==> images/metal_stack.png <==
Two of the layers only.
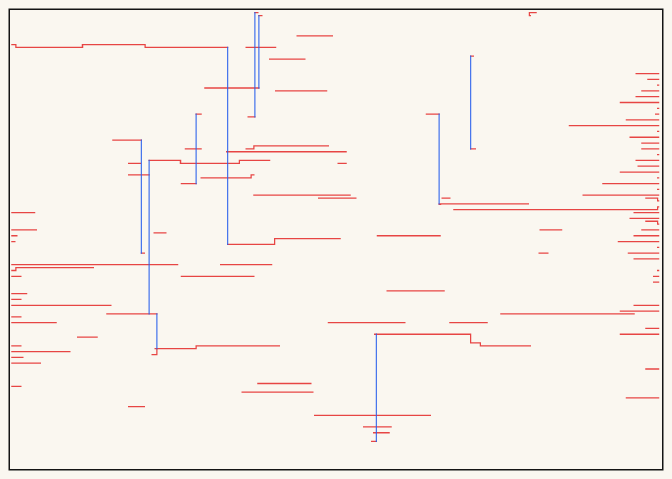
==> images/pins.png <==
Pins as bars across the die edge, other pins in grey.
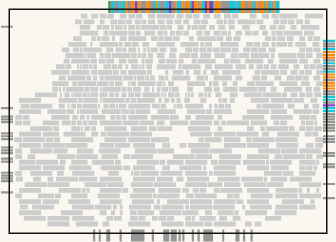
==> images/final_congestion.png <==
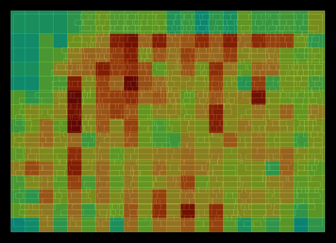
==> images/met3.png <==
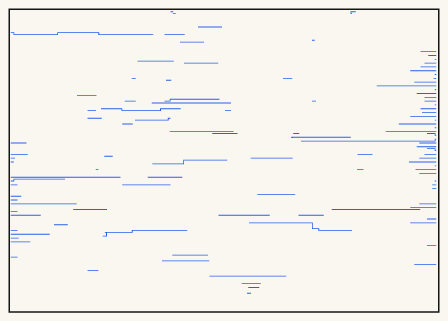
--- config.mk ---
export PLATFORM = sky130hd
export DESIGN_NAME = pht_port_scheduler
export DESIGN_NICKNAME = d
export VERILOG_FILES = /design/src/rtl/bp_pkg.sv /design/src/rtl/bp_update_fifo.sv /design/src/rtl/pht_port_scheduler.sv
export SDC_FILE = /design/constraint.sdc
export NUM_CORES = 1
export LEC_CHECK = 0
export CORE_ASPECT_RATIO = 0.7
export CORE_UTILIZATION = 50
export CTS_CLUSTER_SIZE = 20
export DETAILED_ROUTE_END_ITERATION = 6
export PLACE_DENSITY = 0.8
export SETUP_SLACK_MARGIN = 0.02
export SYNTH_ARGS = -nofsm -noshare
export SYNTH_HDL_FRONTEND = slang
export SYNTH_SLANG_ARGS = --single-unit
--- constraint.sdc ---
create_clock -name clk -period 2.2 [get_ports clk]
set_clock_uncertainty 0.05 [all_clocks]
set_input_delay 0.33 -clock clk [delete_from_list [all_inputs] [get_ports clk]]
set_output_delay 0.33 -clock clk [all_outputs]
set_load 0.01 [all_outputs]
--- src/rtl/bp_pkg.sv ---
// Shared types and helpers for the local pattern history table port scheduler.
// An entry stores the full branch PC as a tag next to a 2-bit saturating counter.
package bp_pkg;

    localparam logic [1:0] CTR_INIT = 2'b01;

    typedef struct packed {
        logic [31:0] tag;
        logic [1:0]  ctr;
    } pht_entry_t;

    typedef struct packed {
        logic [31:0] pc;
        logic        taken;
    } upd_req_t;

    typedef enum logic [1:0] {
        ST_INIT   = 2'd0,
        ST_IDLE   = 2'd1,
        ST_UPD_WR = 2'd2
    } sched_state_e;

    function automatic logic [1:0] sat_inc(input logic [1:0] c);
        return (c == 2'b11) ? c : c + 2'b01;
    endfunction

    function automatic logic [1:0] sat_dec(input logic [1:0] c);
        return (c == 2'b00) ? c : c - 2'b01;
    endfunction

endpackage

--- src/rtl/bp_update_fifo.sv ---
// Small FIFO of resolved-branch updates waiting for a free PHT port.
// The head entry is visible combinationally so the scheduler can address the table with it.
module bp_update_fifo
    import bp_pkg::*;
#(
    parameter int Q = 4
) (
    input  logic                 clk,
    input  logic                 rst_n,
    input  logic                 i_push,
    input  upd_req_t             i_data,
    input  logic                 i_pop,
    output upd_req_t             o_head,
    output logic [$clog2(Q):0]   o_count,
    output logic                 o_full,
    output logic                 o_empty
);
    localparam int AW = $clog2(Q);
    localparam int CW = AW + 1;

    upd_req_t          r_mem [Q];
    logic [AW-1:0]     r_wr_ptr;
    logic [AW-1:0]     r_rd_ptr;
    logic [CW-1:0]     r_count;
    logic              w_push;
    logic              w_pop;

    assign o_full  = (r_count == CW'(Q));
    assign o_empty = (r_count == '0);
    assign o_count = r_count;
    assign o_head  = r_mem[r_rd_ptr];
    assign w_push  = i_push && !o_full;
    assign w_pop   = i_pop && !o_empty;

    always_ff @(posedge clk) begin
        if (w_push) begin
            r_mem[r_wr_ptr] <= i_data;
        end
    end

    always_ff @(posedge clk or negedge rst_n) begin
        if (!rst_n) begin
            r_wr_ptr <= '0;
            r_rd_ptr <= '0;
            r_count  <= '0;
        end else begin
            if (w_push) r_wr_ptr <= r_wr_ptr + 1'b1;
            if (w_pop)  r_rd_ptr <= r_rd_ptr + 1'b1;
            case ({w_push, w_pop})
                2'b10:   r_count <= r_count + 1'b1;
                2'b01:   r_count <= r_count - 1'b1;
                default: r_count <= r_count;
            endcase
        end
    end

endmodule

--- src/rtl/pht_port_scheduler.sv ---
// Arbitrates the single PHT SRAM port between fetch lookups and queued execute-stage
// read-modify-write updates, after sweeping the table to its initial contents.
module pht_port_scheduler
    import bp_pkg::*;
#(
    parameter int N          = 128,
    parameter int Q          = 4,
    parameter int STARVE_MAX = 8
) (
    input  logic                   clk,
    input  logic                   rst_n,
    input  logic                   lookup_valid,
    input  logic [31:0]            lookup_pc,
    output logic                   lookup_ready,
    output logic                   resp_valid,
    output logic [31:0]            resp_pc,
    output logic                   resp_taken,
    input  logic                   upd_valid,
    input  logic [31:0]            upd_pc,
    input  logic                   upd_taken,
    output logic                   upd_ready,
    output logic                   init_done,
    output logic [$clog2(N)-1:0]   mem_addr,
    output logic                   mem_re,
    output logic                   mem_we,
    output logic [33:0]            mem_wdata,
    input  logic [33:0]            mem_rdata
);
    localparam int NB = $clog2(N);
    localparam int SW = $clog2(STARVE_MAX + 1);
    localparam int CW = $clog2(Q) + 1;

    sched_state_e   r_state;
    logic           r_run;
    logic [NB-1:0]  r_init_idx;
    logic [SW-1:0]  r_starve;
    logic [31:0]    r_lk_pc;
    logic           r_resp_valid;
    logic           r_init_done;

    upd_req_t       w_head;
    upd_req_t       w_push_data;
    logic [CW-1:0]  w_count;
    logic           w_full;
    logic           w_empty;
    logic           w_upd_win;
    logic           w_lk_acc;
    logic           w_push;
    logic           w_pop;
    logic [NB-1:0]  w_head_idx;
    pht_entry_t     w_rd_entry;
    pht_entry_t     w_wr_entry;

    assign w_rd_entry  = mem_rdata;
    assign w_head_idx  = w_head.pc[NB+1:2];
    assign w_push_data = '{pc: upd_pc, taken: upd_taken};

    // A queued update takes the port when nobody wants it, when the queue is full,
    // or once lookups have refused it for STARVE_MAX cycles.
    assign w_upd_win   = (r_state == ST_IDLE) && !w_empty &&
                         (!lookup_valid || w_full || (r_starve >= SW'(STARVE_MAX)));
    assign lookup_ready = (r_state == ST_IDLE) && !w_upd_win;
    assign w_lk_acc     = lookup_valid && lookup_ready;
    assign upd_ready    = (r_state != ST_INIT) && (w_count < CW'(Q));
    assign w_push       = upd_valid && upd_ready;
    assign w_pop        = (r_state == ST_UPD_WR);

    assign resp_valid = r_resp_valid;
    assign resp_pc    = r_lk_pc;
    assign resp_taken = r_resp_valid && (w_rd_entry.tag == r_lk_pc) && w_rd_entry.ctr[1];
    assign init_done  = r_init_done;

    // The counter is written back even when the stored tag belongs to another branch.
    assign w_wr_entry.tag = w_head.pc;
    assign w_wr_entry.ctr = w_head.taken ? sat_inc(w_rd_entry.ctr) : sat_dec(w_rd_entry.ctr);

    always_comb begin
        mem_addr  = '0;
        mem_re    = 1'b0;
        mem_we    = 1'b0;
        mem_wdata = '0;
        case (r_state)
            ST_INIT: begin
                if (r_run) begin
                    mem_we    = 1'b1;
                    mem_addr  = r_init_idx;
                    mem_wdata = {32'h0, CTR_INIT};
                end
            end
            ST_IDLE: begin
                if (w_upd_win) begin
                    mem_re   = 1'b1;
                    mem_addr = w_head_idx;
                end else if (w_lk_acc) begin
                    mem_re   = 1'b1;
                    mem_addr = lookup_pc[NB+1:2];
                end
            end
            ST_UPD_WR: begin
                mem_we    = 1'b1;
                mem_addr  = w_head_idx;
                mem_wdata = w_wr_entry;
            end
            default: begin
                mem_we = 1'b0;
            end
        endcase
    end

    // r_run holds the sweep off for the first cycle so the memory port is quiet during reset.
    always_ff @(posedge clk or negedge rst_n) begin
        if (!rst_n) begin
            r_state      <= ST_INIT;
            r_run        <= 1'b0;
            r_init_idx   <= '0;
            r_starve     <= '0;
            r_lk_pc      <= '0;
            r_resp_valid <= 1'b0;
            r_init_done  <= 1'b0;
        end else begin
            r_run        <= 1'b1;
            r_resp_valid <= w_lk_acc;
            if (w_lk_acc) r_lk_pc <= lookup_pc;
            case (r_state)
                ST_INIT: begin
                    if (r_run) begin
                        r_init_idx <= r_init_idx + 1'b1;
                        if (&r_init_idx) begin
                            r_state     <= ST_IDLE;
                            r_init_done <= 1'b1;
                        end
                    end
                end
                ST_IDLE: begin
                    if (w_upd_win) begin
                        r_state  <= ST_UPD_WR;
                        r_starve <= '0;
                    end else if (w_lk_acc && !w_empty && (r_starve < SW'(STARVE_MAX))) begin
                        r_starve <= r_starve + 1'b1;
                    end
                end
                ST_UPD_WR: r_state <= ST_IDLE;
                default:   r_state <= ST_INIT;
            endcase
        end
    end

    bp_update_fifo #(.Q(Q)) u_fifo (
        .clk     (clk),
        .rst_n   (rst_n),
        .i_push  (w_push),
        .i_data  (w_push_data),
        .i_pop   (w_pop),
        .o_head  (w_head),
        .o_count (w_count),
        .o_full  (w_full),
        .o_empty (w_empty)
    );

endmodule

==> flow_results.xml <==
<?xml version="1.0" encoding="UTF-8"?>
<metrics>
  <group name="detailed_routing">
    <metric name="number_of_nets_with_antenna_violations_after_routing" unit="">0</metric>
    <metric name="routed.top_layer" unit="">met4</metric>
    <metric name="met3WireLength" unit="um">995</metric>
    <metric name="drt_pre_antenna_iters" unit="">4</metric>
  </group>
  <group name="worst_setup_path">
    <metric name="critPathLaunchType" unit="">flop</metric>
    <metric name="cp-startpoint" unit="">u_fifo.r_rd_ptr[0]</metric>
    <metric name="timing.critical_path.to" unit="">mem_addr[6]</metric>
    <metric name="worst_path_fanout_max" unit="">4</metric>
    <metric name="worstRegToRegCells" unit="">7</metric>
    <metric name="ff2ff_setup_slack" unit="ps">130</metric>
    <metric name="timing_worst_setup_path_type" unit="">reg2out</metric>
    <metric name="timing.critical_path.slowest_cell_delay" unit="ps">510</metric>
    <metric name="path_cells" unit="">buf_6 &gt; mux4_2 &gt; and2_4 &gt; a31oi_4 &gt; o21ai_1 &gt; buf_2</metric>
    <metric name="worst-path-buf-inv" unit="">2</metric>
    <metric name="worst_path_dominant_cell_family" unit="">multiplexers</metric>
    <metric name="cpMaxStageDelayCell" unit="">sky130_fd_sc_hd__mux4_2</metric>
    <metric name="r2r_start" unit="">u_fifo.o_count[0]</metric>
    <metric name="rr_endpoint" unit="">resp_pc[25]</metric>
    <metric name="worst-path-stages" unit="">6</metric>
    <metric name="timing.critical_path.arrival" unit="ps">2110</metric>
  </group>
  <group name="cells_and_area">
    <metric name="nNetsFinal" unit="">844</metric>
    <metric name="final_cell_mix" unit="">sky130_fd_sc_hd__clkdlybuf4s50_1, sky130_fd_sc_hd__edfxtp_1, sky130_fd_sc_hd__buf_4</metric>
    <metric name="final.fill_count" unit="">956</metric>
    <metric name="final_layout_top_logic_cell" unit="">sky130_fd_sc_hd__clkdlybuf4s50_1</metric>
    <metric name="syn2layout_area_growth" unit="%">42.9</metric>
    <metric name="post_layout_inst_area" unit="sq um">11400</metric>
    <metric name="final_core_utilization" unit="%">73.4</metric>
    <metric name="antenna_cells_inserted" unit="">0</metric>
  </group>
  <group name="run">
    <metric name="tool_warnings" unit="">33</metric>
    <metric name="cap_violations" unit="">0</metric>
  </group>
  <group name="timing">
    <metric name="worst_slack" unit="ps">-285</metric>
    <metric name="layout_worst_path_cycle_share" unit="%">113</metric>
    <metric name="finalSetupViolCount" unit="">42</metric>
    <metric name="finalHoldViolCount" unit="">0</metric>
    <metric name="period_needed" unit="ps">2490</metric>
    <metric name="timing_worst_slew_pin_value" unit="ps">575</metric>
    <metric name="fin_hold_ws" unit="ps">378</metric>
    <metric name="achievable_frequency" unit="MHz">402</metric>
    <metric name="drv_slew" unit="">0</metric>
  </group>
  <group name="grt">
    <metric name="vias_in_the_first_global_route" unit="">5244</metric>
    <metric name="met2_usage" unit="%">38.7</metric>
    <metric name="grt_max_degree" unit="">35</metric>
    <metric name="antenna_found_initial" unit="">0</metric>
    <metric name="globalRouteOverflowTotal" unit="">0</metric>
  </group>
  <group name="die">
    <metric name="floorplanUtilization" unit="%">51.4</metric>
    <metric name="chip_area" unit="sq um">16500</metric>
    <metric name="core-area" unit="sq um">15500</metric>
    <metric name="placement_rows" unit="">38</metric>
  </group>
  <group name="synth">
    <metric name="synth.yosys.warnings" unit="">0</metric>
    <metric name="synth.cell_area" unit="sq um">7990</metric>
    <metric name="fa_ha_area_share" unit="%">1.50</metric>
    <metric name="common_cells" unit="">sky130_fd_sc_hd__edfxtp_1, sky130_fd_sc_hd__dfrtp_1, sky130_fd_sc_hd__and2_1, sky130_fd_sc_hd__mux4_2, sky130_fd_sc_hd__xor2_1</metric>
    <metric name="mappedNetlistNets" unit="">575</metric>
    <metric name="ys_chip_area" unit="sq um">7990</metric>
    <metric name="xor_area_share" unit="%">4.94</metric>
    <metric name="ys.flop_type" unit="">sky130_fd_sc_hd__edfxtp_1</metric>
    <metric name="syn-instance-count" unit="">463</metric>
    <metric name="share_of_async_settable_or_async_resettable_flops_after_synthesis" unit="%">29.4</metric>
    <metric name="netlist.top_cell.by_area" unit="">sky130_fd_sc_hd__edfxtp_1</metric>
    <metric name="edf_count" unit="">132</metric>
    <metric name="simple_gate_share" unit="%">6.46</metric>
    <metric name="ys_ff" unit="">187</metric>
    <metric name="synth.top_cell.area_share" unit="%">49.6</metric>
  </group>
  <group name="place">
    <metric name="dpl-instance-area" unit="sq um">10500</metric>
    <metric name="dp_cells" unit="">892</metric>
    <metric name="place_worst_setup_slack" unit="ps">-462</metric>
  </group>
  <group name="cts">
    <metric name="clk_latency" unit="ps">440</metric>
    <metric name="cts-buffers-inserted" unit="">17</metric>
    <metric name="tritoncts_num_sinks" unit="">187</metric>
  </group>
  <group name="power_and_ir_drop">
    <metric name="power" unit="mW">12.6</metric>
    <metric name="irDropWorstVdd" unit="V">0.000590</metric>
  </group>
  <group name="outcome">
    <metric name="failed_checks" unit="">negative setup slack</metric>
    <metric name="run_status" unit="">finished with violations</metric>
  </group>
</metrics>
## Picture notes: metal_stack.png
met3 -> red  # wire length 995 um
met4 -> blue  # wire length 243 um
via count: 5025
wire length after detailed routing: 18.6 mm
Total GRT Usage: 23.5%

## Picture notes: pins.png
`lookup_pc` -> cyan  # pins 32, direction input, edge 24 top, 8 right
`mem_addr` -> purple  # pins 7, direction output, edge 6 top, 1 right
`mem_rdata` -> orange  # pins 34, direction input, edge 26 top, 8 right
`lookup_valid` -> green  # pins 1, direction input, edge top
all pins by edge = 90 top, 42 right, 33 bottom, 18 left
die y size: 108 um
number of buffers inserted by port buffering: 182
Die Width: 153 um

## Picture notes: final_congestion.png
GRT met3 Usage: 6.20%
fraction of met1 tracks used by global routing: 30.4%

## Picture notes: met3.png
main direction = horizontal
share of all routed wire = 5.4%
nets with wire on the layer = 91
wire length on this layer = 995 um

[cell type report]
class | count | area (sq um) | area share [%]
inverter | 12 | 52.6 | 0.460
sequential | 187 | 5340 | 46.8
clock buffer | 17 | 425 | 3.73
clock inverter | 14 | 116 | 1.02
timing repair buffer | 268 | 2570 | 22.5
tap | 200 | 250 | 2.19
multi-input combinational | 246 | 2650 | 23.2
[state kept, by name, summed over array words and instances, names as in the netlist]
signal / flops
u_fifo.r_rd_ptr: 2
init_done: 1
r_state: 2
resp_pc: 32
u_fifo.o_count: 3
u_fifo.r_mem: 132
r_init_idx: 7
u_fifo.r_wr_ptr: 2
r_run: 1
resp_valid: 1
r_starve: 4
[power by group]
group          switching, mW  internal [mW]  total [mW]
combinational           2.02           2.99        5.01
sequential             0.439           4.29        4.73
clock                   1.36           1.47        2.82
Power is estimated from default activity; no workload was simulated.
